Figure 1. Nets reached from selected ports.
Scale bar: 50 um.
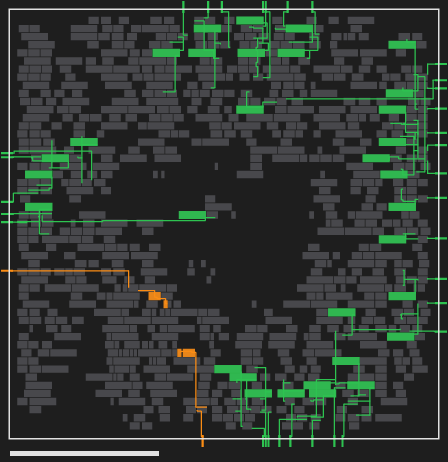
Figure 2. Track usage over the die.
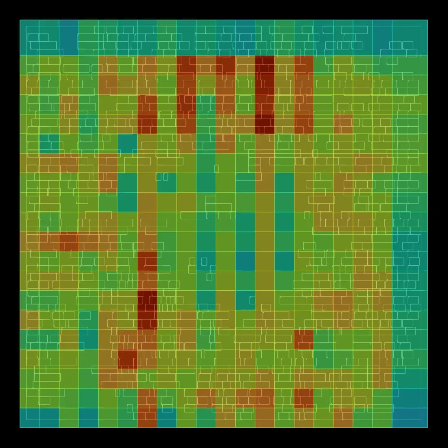
Figure 3. Sequential cells coloured by netlist name.
Scale bar: 50 um.
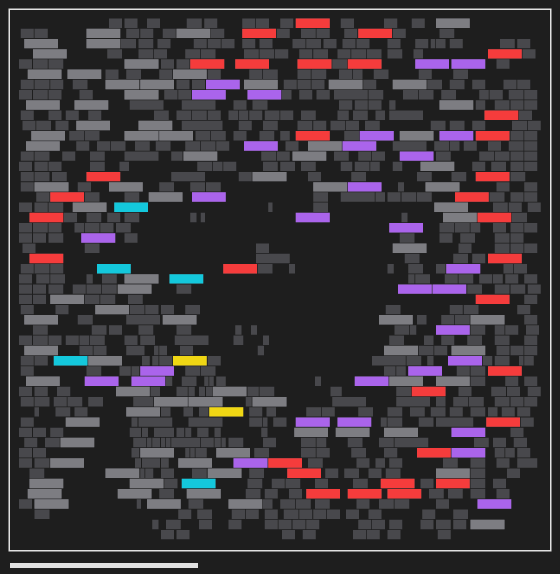
Figure 4. Zoomed window.
Scale bar: 10 um. Region (23, 23) to (48, 48) um. Cells in grey, sequential cells in the stronger grey; small squares are vias.
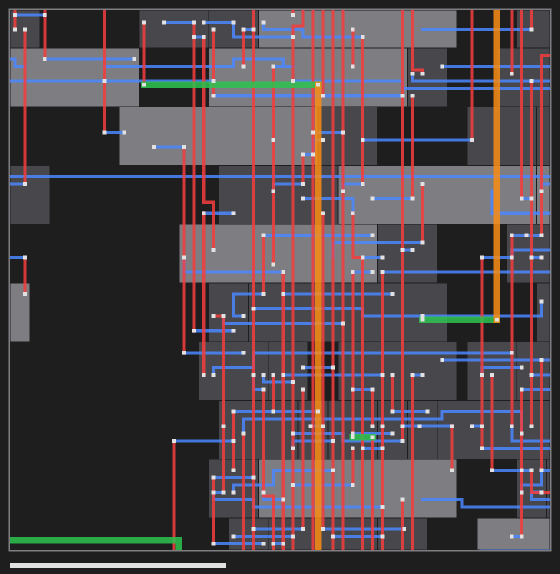
Figure 5. Gate families picked out.
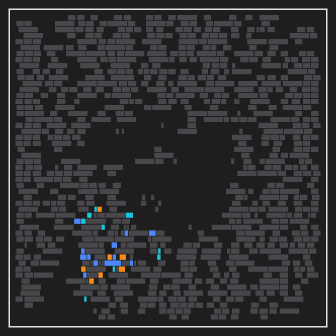
<file path="config.mk">
export PLATFORM = sky130hd
export DESIGN_NAME = mem_stage_flat
export DESIGN_NICKNAME = d
export VERILOG_FILES = /design/src/rtl/mem_stage_if.sv /design/src/rtl/mem_stage.sv /design/src/flat_wrapper.sv
export SDC_FILE = /design/constraint.sdc
export NUM_CORES = 1
export LEC_CHECK = 0
export ABC_CLOCK_PERIOD_IN_PS = 3100
export CAP_MARGIN = 20
export CORE_MARGIN = 2
export CORE_UTILIZATION = 35
export DETAILED_ROUTE_END_ITERATION = 12
export GPL_TIMING_DRIVEN = 0
export MAX_ROUTING_LAYER = met4
export PLACE_DENSITY = 0.68
export SETUP_SLACK_MARGIN = 0.1
export SLEW_MARGIN = 20
export SYNTH_ARGS = -nofsm -noshare
export SYNTH_HDL_FRONTEND = slang
export SYNTH_SLANG_ARGS = --single-unit
</file>
<file path="constraint.sdc">
create_clock -name clk -period 3.1 [get_ports clk]
set_clock_uncertainty 0.05 [all_clocks]
set_input_delay 0.62 -clock clk [delete_from_list [all_inputs] [get_ports clk]]
set_output_delay 0.62 -clock clk [all_outputs]
set_load 0.005 [all_outputs]
</file>
<file path="src/rtl/mem_stage_if.sv">
// Data-memory request/acknowledge bus between the MEM stage and data memory.
//   dmem_req   : access request, held until ack or abort
//   dmem_we    : 1=store, 0=load (valid while dmem_req)
//   dmem_addr  : word-aligned byte address (valid while dmem_req)
//   dmem_wdata : store data (valid while dmem_req)
//   dmem_rdata : load data, sampled on dmem_ack
//   dmem_ack   : one-cycle completion pulse from memory
interface mem_stage_if #(
  parameter int DATA_W = 32
);
  logic              dmem_req;
  logic              dmem_we;
  logic [DATA_W-1:0] dmem_addr;
  logic [DATA_W-1:0] dmem_wdata;
  logic [DATA_W-1:0] dmem_rdata;
  logic              dmem_ack;

  modport master (
    output dmem_req, dmem_we, dmem_addr, dmem_wdata,
    input  dmem_rdata, dmem_ack
  );

  modport slave (
    input  dmem_req, dmem_we, dmem_addr, dmem_wdata,
    output dmem_rdata, dmem_ack
  );
endinterface

</file>
<file path="src/rtl/mem_stage.sv">
// MEM pipeline stage: issues loads/stores on the req/ack data bus, stalls the
// upstream pipeline while an access is outstanding, produces the MEM/WB
// register set and resolves branch-taken.
// Ports:
//   clk, rst_n            clock, async active-low reset
//   res, write_data_ex,
//   write_register_ex,
//   zero, m_MEM, wb_MEM   EX/MEM register outputs
//   dmem                  data-memory bus (master side)
//   stall_mem             hold PC, IF/ID, ID/EX, EX/MEM
//   pc_src                branch taken
//   wb_WB, mem_to_reg_wb,
//   rd_WB, read_data_wb,
//   alu_res_wb            MEM/WB register set
//   write_data_reg        write-back value, also fed to EX forwarding
//   align_err, bus_err    one-cycle error pulses
//
// state | meaning
// IDLE  | no access outstanding; non-memory ops pass straight to MEM/WB
// WAIT  | request on the bus, waiting for dmem_ack or timeout
module mem_stage #(
  parameter int DATA_W  = 32,
  parameter int TIMEOUT = 16,
  parameter int CNT_W   = 5
) (
  input  logic              clk,
  input  logic              rst_n,
  input  logic [DATA_W-1:0] res,
  input  logic [DATA_W-1:0] write_data_ex,
  input  logic [4:0]        write_register_ex,
  input  logic              zero,
  input  logic [2:0]        m_MEM,
  input  logic [1:0]        wb_MEM,
  mem_stage_if.master       dmem,
  output logic              stall_mem,
  output logic              pc_src,
  output logic              wb_WB,
  output logic              mem_to_reg_wb,
  output logic [4:0]        rd_WB,
  output logic [DATA_W-1:0] read_data_wb,
  output logic [DATA_W-1:0] alu_res_wb,
  output logic [DATA_W-1:0] write_data_reg,
  output logic              align_err,
  output logic              bus_err
);

  typedef enum logic {IDLE = 1'b0, WAIT = 1'b1} state_t;

  localparam logic [CNT_W-1:0] CNT_LAST = CNT_W'(TIMEOUT - 1);

  state_t state_q, state_d;

  logic              req_q, req_d;
  logic              we_q, we_d;
  logic [DATA_W-1:0] addr_q, addr_d;
  logic [DATA_W-1:0] wdata_q, wdata_d;
  logic [CNT_W-1:0]  cnt_q, cnt_d;
  logic [1:0]        cap_wb_q, cap_wb_d;
  logic [4:0]        cap_rd_q, cap_rd_d;
  logic [DATA_W-1:0] cap_res_q, cap_res_d;
  logic              wb_q, wb_d;
  logic              m2r_q, m2r_d;
  logic [4:0]        rd_q, rd_d;
  logic [DATA_W-1:0] rdata_q, rdata_d;
  logic [DATA_W-1:0] alu_q, alu_d;
  logic              align_q, align_d;
  logic              bus_q, bus_d;

  logic memop, misaligned, issue, ack_hit, timeout_hit;

  assign memop       = m_MEM[1] | m_MEM[0];
  assign misaligned  = res[1:0] != 2'b00;
  assign issue       = (state_q == IDLE) & memop & ~misaligned;
  // ack in IDLE is ignored; ack beats a coincident timeout
  assign ack_hit     = (state_q == WAIT) & dmem.dmem_ack;
  assign timeout_hit = (state_q == WAIT) & ~dmem.dmem_ack & (cnt_q == CNT_LAST);

  // state register
  always_ff @(posedge clk or negedge rst_n) begin
    if (!rst_n) state_q <= IDLE;
    else        state_q <= state_d;
  end

  // next state
  always_comb begin
    state_d = state_q;
    unique case (state_q)
      IDLE: if (issue) state_d = WAIT;
      WAIT: if (ack_hit || timeout_hit) state_d = IDLE;
    endcase
  end

  // outputs: an aborted access releases the stall so the faulting op is
  // dropped rather than re-issued
  always_comb begin
    stall_mem = issue | ((state_q == WAIT) & ~dmem.dmem_ack & ~timeout_hit);
    pc_src    = m_MEM[2] & zero & ~stall_mem;
  end

  // datapath next values; MEM/WB control defaults to a bubble
  always_comb begin
    req_d     = req_q;
    we_d      = we_q;
    addr_d    = addr_q;
    wdata_d   = wdata_q;
    cnt_d     = cnt_q;
    cap_wb_d  = cap_wb_q;
    cap_rd_d  = cap_rd_q;
    cap_res_d = cap_res_q;
    wb_d      = 1'b0;
    m2r_d     = 1'b0;
    rd_d      = rd_q;
    rdata_d   = rdata_q;
    alu_d     = alu_q;
    align_d   = 1'b0;
    bus_d     = 1'b0;
    unique case (state_q)
      IDLE: begin
        if (!memop) begin
          wb_d  = wb_MEM[1];
          m2r_d = wb_MEM[0];
          rd_d  = write_register_ex;
          alu_d = res;
        end else if (misaligned) begin
          align_d = 1'b1;
        end else begin
          req_d     = 1'b1;
          we_d      = m_MEM[0];
          addr_d    = {res[DATA_W-1:2], 2'b00};
          wdata_d   = write_data_ex;
          cnt_d     = '0;
          cap_wb_d  = wb_MEM;
          cap_rd_d  = write_register_ex;
          cap_res_d = res;
        end
      end
      WAIT: begin
        if (ack_hit) begin
          req_d = 1'b0;
          wb_d  = cap_wb_q[1];
          m2r_d = cap_wb_q[0];
          rd_d  = cap_rd_q;
          alu_d = cap_res_q;
          if (!we_q) rdata_d = dmem.dmem_rdata;
        end else if (timeout_hit) begin
          req_d = 1'b0;
          bus_d = 1'b1;
        end else begin
          cnt_d = cnt_q + 1'b1;
        end
      end
    endcase
  end

  always_ff @(posedge clk or negedge rst_n) begin
    if (!rst_n) begin
      req_q     <= 1'b0;
      we_q      <= 1'b0;
      addr_q    <= '0;
      wdata_q   <= '0;
      cnt_q     <= '0;
      cap_wb_q  <= '0;
      cap_rd_q  <= '0;
      cap_res_q <= '0;
      wb_q      <= 1'b0;
      m2r_q     <= 1'b0;
      rd_q      <= '0;
      rdata_q   <= '0;
      alu_q     <= '0;
      align_q   <= 1'b0;
      bus_q     <= 1'b0;
    end else begin
      req_q     <= req_d;
      we_q      <= we_d;
      addr_q    <= addr_d;
      wdata_q   <= wdata_d;
      cnt_q     <= cnt_d;
      cap_wb_q  <= cap_wb_d;
      cap_rd_q  <= cap_rd_d;
      cap_res_q <= cap_res_d;
      wb_q      <= wb_d;
      m2r_q     <= m2r_d;
      rd_q      <= rd_d;
      rdata_q   <= rdata_d;
      alu_q     <= alu_d;
      align_q   <= align_d;
      bus_q     <= bus_d;
    end
  end

  assign dmem.dmem_req   = req_q;
  assign dmem.dmem_we    = we_q;
  assign dmem.dmem_addr  = addr_q;
  assign dmem.dmem_wdata = wdata_q;

  assign wb_WB          = wb_q;
  assign mem_to_reg_wb  = m2r_q;
  assign rd_WB          = rd_q;
  assign read_data_wb   = rdata_q;
  assign alu_res_wb     = alu_q;
  assign write_data_reg = m2r_q ? rdata_q : alu_q;
  assign align_err      = align_q;
  assign bus_err        = bus_q;

endmodule

</file>
<file path="src/flat_wrapper.sv">
// flat-port wrapper written by rule: the top's interface ports become plain ports
module mem_stage_flat 
#(
  parameter int DATA_W  = 32,
  parameter int TIMEOUT = 16,
  parameter int CNT_W   = 5
)
  (clk, rst_n, res, write_data_ex, write_register_ex, zero, m_MEM, wb_MEM, stall_mem, pc_src, wb_WB, mem_to_reg_wb, rd_WB, read_data_wb, alu_res_wb, write_data_reg, align_err, bus_err, dmem_dmem_req, dmem_dmem_we, dmem_dmem_addr, dmem_dmem_wdata, dmem_dmem_rdata, dmem_dmem_ack);
  mem_stage_if #(.DATA_W(DATA_W)) dmem_i ();
  input  logic clk;
  input  logic rst_n;
  input  logic [DATA_W-1:0] res;
  input  logic [DATA_W-1:0] write_data_ex;
  input  logic [4:0] write_register_ex;
  input  logic zero;
  input  logic [2:0] m_MEM;
  input  logic [1:0] wb_MEM;
  output logic stall_mem;
  output logic pc_src;
  output logic wb_WB;
  output logic mem_to_reg_wb;
  output logic [4:0] rd_WB;
  output logic [DATA_W-1:0] read_data_wb;
  output logic [DATA_W-1:0] alu_res_wb;
  output logic [DATA_W-1:0] write_data_reg;
  output logic align_err;
  output logic bus_err;
  output wire logic [$bits(dmem_i.dmem_req)-1:0] dmem_dmem_req;
  output wire logic [$bits(dmem_i.dmem_we)-1:0] dmem_dmem_we;
  output wire logic [$bits(dmem_i.dmem_addr)-1:0] dmem_dmem_addr;
  output wire logic [$bits(dmem_i.dmem_wdata)-1:0] dmem_dmem_wdata;
  input wire logic [$bits(dmem_i.dmem_rdata)-1:0] dmem_dmem_rdata;
  input wire logic [$bits(dmem_i.dmem_ack)-1:0] dmem_dmem_ack;
  assign dmem_dmem_req = dmem_i.dmem_req;
  assign dmem_dmem_we = dmem_i.dmem_we;
  assign dmem_dmem_addr = dmem_i.dmem_addr;
  assign dmem_dmem_wdata = dmem_i.dmem_wdata;
  assign dmem_i.dmem_rdata = dmem_dmem_rdata;
  assign dmem_i.dmem_ack = dmem_dmem_ack;
  mem_stage #(.DATA_W(DATA_W), .TIMEOUT(TIMEOUT), .CNT_W(CNT_W)) u_core (.clk(clk), .rst_n(rst_n), .res(res), .write_data_ex(write_data_ex), .write_register_ex(write_register_ex), .zero(zero), .m_MEM(m_MEM), .wb_MEM(wb_MEM), .dmem(dmem_i), .stall_mem(stall_mem), .pc_src(pc_src), .wb_WB(wb_WB), .mem_to_reg_wb(mem_to_reg_wb), .rd_WB(rd_WB), .read_data_wb(read_data_wb), .alu_res_wb(alu_res_wb), .write_data_reg(write_data_reg), .align_err(align_err), .bus_err(bus_err));
endmodule
</file>
==> run notes <==
The layout was made with Yosys and OpenROAD.

In the final design, more cell area goes to registers than to any other class. The clock transition at the registers of the reported paths is ~0.060 ns. The worst setup path is of the reg -> out kind.

The share of final layout cell area taken by clock buffers and inverters is approximately 5.4%. The main kind of combinational logic by area is multiplexers. The logic gate share of total power is a little over a third. Non-clock buffering takes up between 30% and 40% of total cell area after layout.

The dominant delay contributor by cell family on the critical path is simple AND/OR/NAND/NOR gates. The post-route core utilization is between 50% and 60%. The number of setup violations in the final report is 0. The chip footprint is 0.0206 mm^2. In this run the worst path has a maximum fanout of 3. The clock sink count is between 150 and 200.

The chip area estimate from yosys synthesis is roughly 0.0068 mm^2. According to the report, the first pass of detailed routing completed in 4 iterations. The routed wirelength on the met1 layer is recorded as 7680 um.

Registers are responsible for between 30% and 40% of the overall power. The run finished with clean final reports. The number of fillers in the final layout is 1621. met1 track demand over resource after global routing is between 20% and 30%. The DRC violation count after routing is 0. The number of global-route vias before repair is approximately 5300. After synthesis the netlist holds a flip-flop and latch count of roughly 150.
Back to the opening pictures, Figure 1:
Key: green = `read_data_wb` [bits 32, direction output, edge 12 right, 8 bottom, 7 top, 5 left, end cells 32, buffers 32, wire 1130 um]; orange = `wb_MEM` [bits 2, direction input, edge 1 left, 1 bottom, end cells 4, buffers 2, wire 97.7 um]
I/O Pins: 283
count of buffers inserted at the top-level ports: 279

Back to the opening pictures, Figure 2:
GR Util All Layers: 18.5%
global-route track usage on met2: 31.5%

Back to the opening pictures, Figure 3:
Key: red = `u_core.read_data_wb` [placed flops 32, where spread over the die]; purple = `u_core.cap_res_q` [placed flops 31]; yellow = `u_core.cap_wb_q` [placed flops 2]; cyan = `u_core.cap_rd_q` [placed flops 5, where middle left]
Another 82 sequential cells are not coloured.

Back to the opening pictures, Figure 4:
Key: orange = metal 4; green = metal 3; blue = metal 1; red = metal 2
Sequential cells in the window: 7. 34 logic cells have their middle in the window. Most frequent: dfrtp_1 (7), o21ai_0 (3). Netlist names of flops here include `u_core.cap_res_q` (3), `u_core.cnt_q` (3).

Back to the opening pictures, Figure 5:
Key: blue = inverting AOI/OAI gates [cells 12]; cyan = NOR gates [cells 9]; orange = AND and OR gates [cells 7]

No activity file was given, so power comes from the tool's default toggle rates.
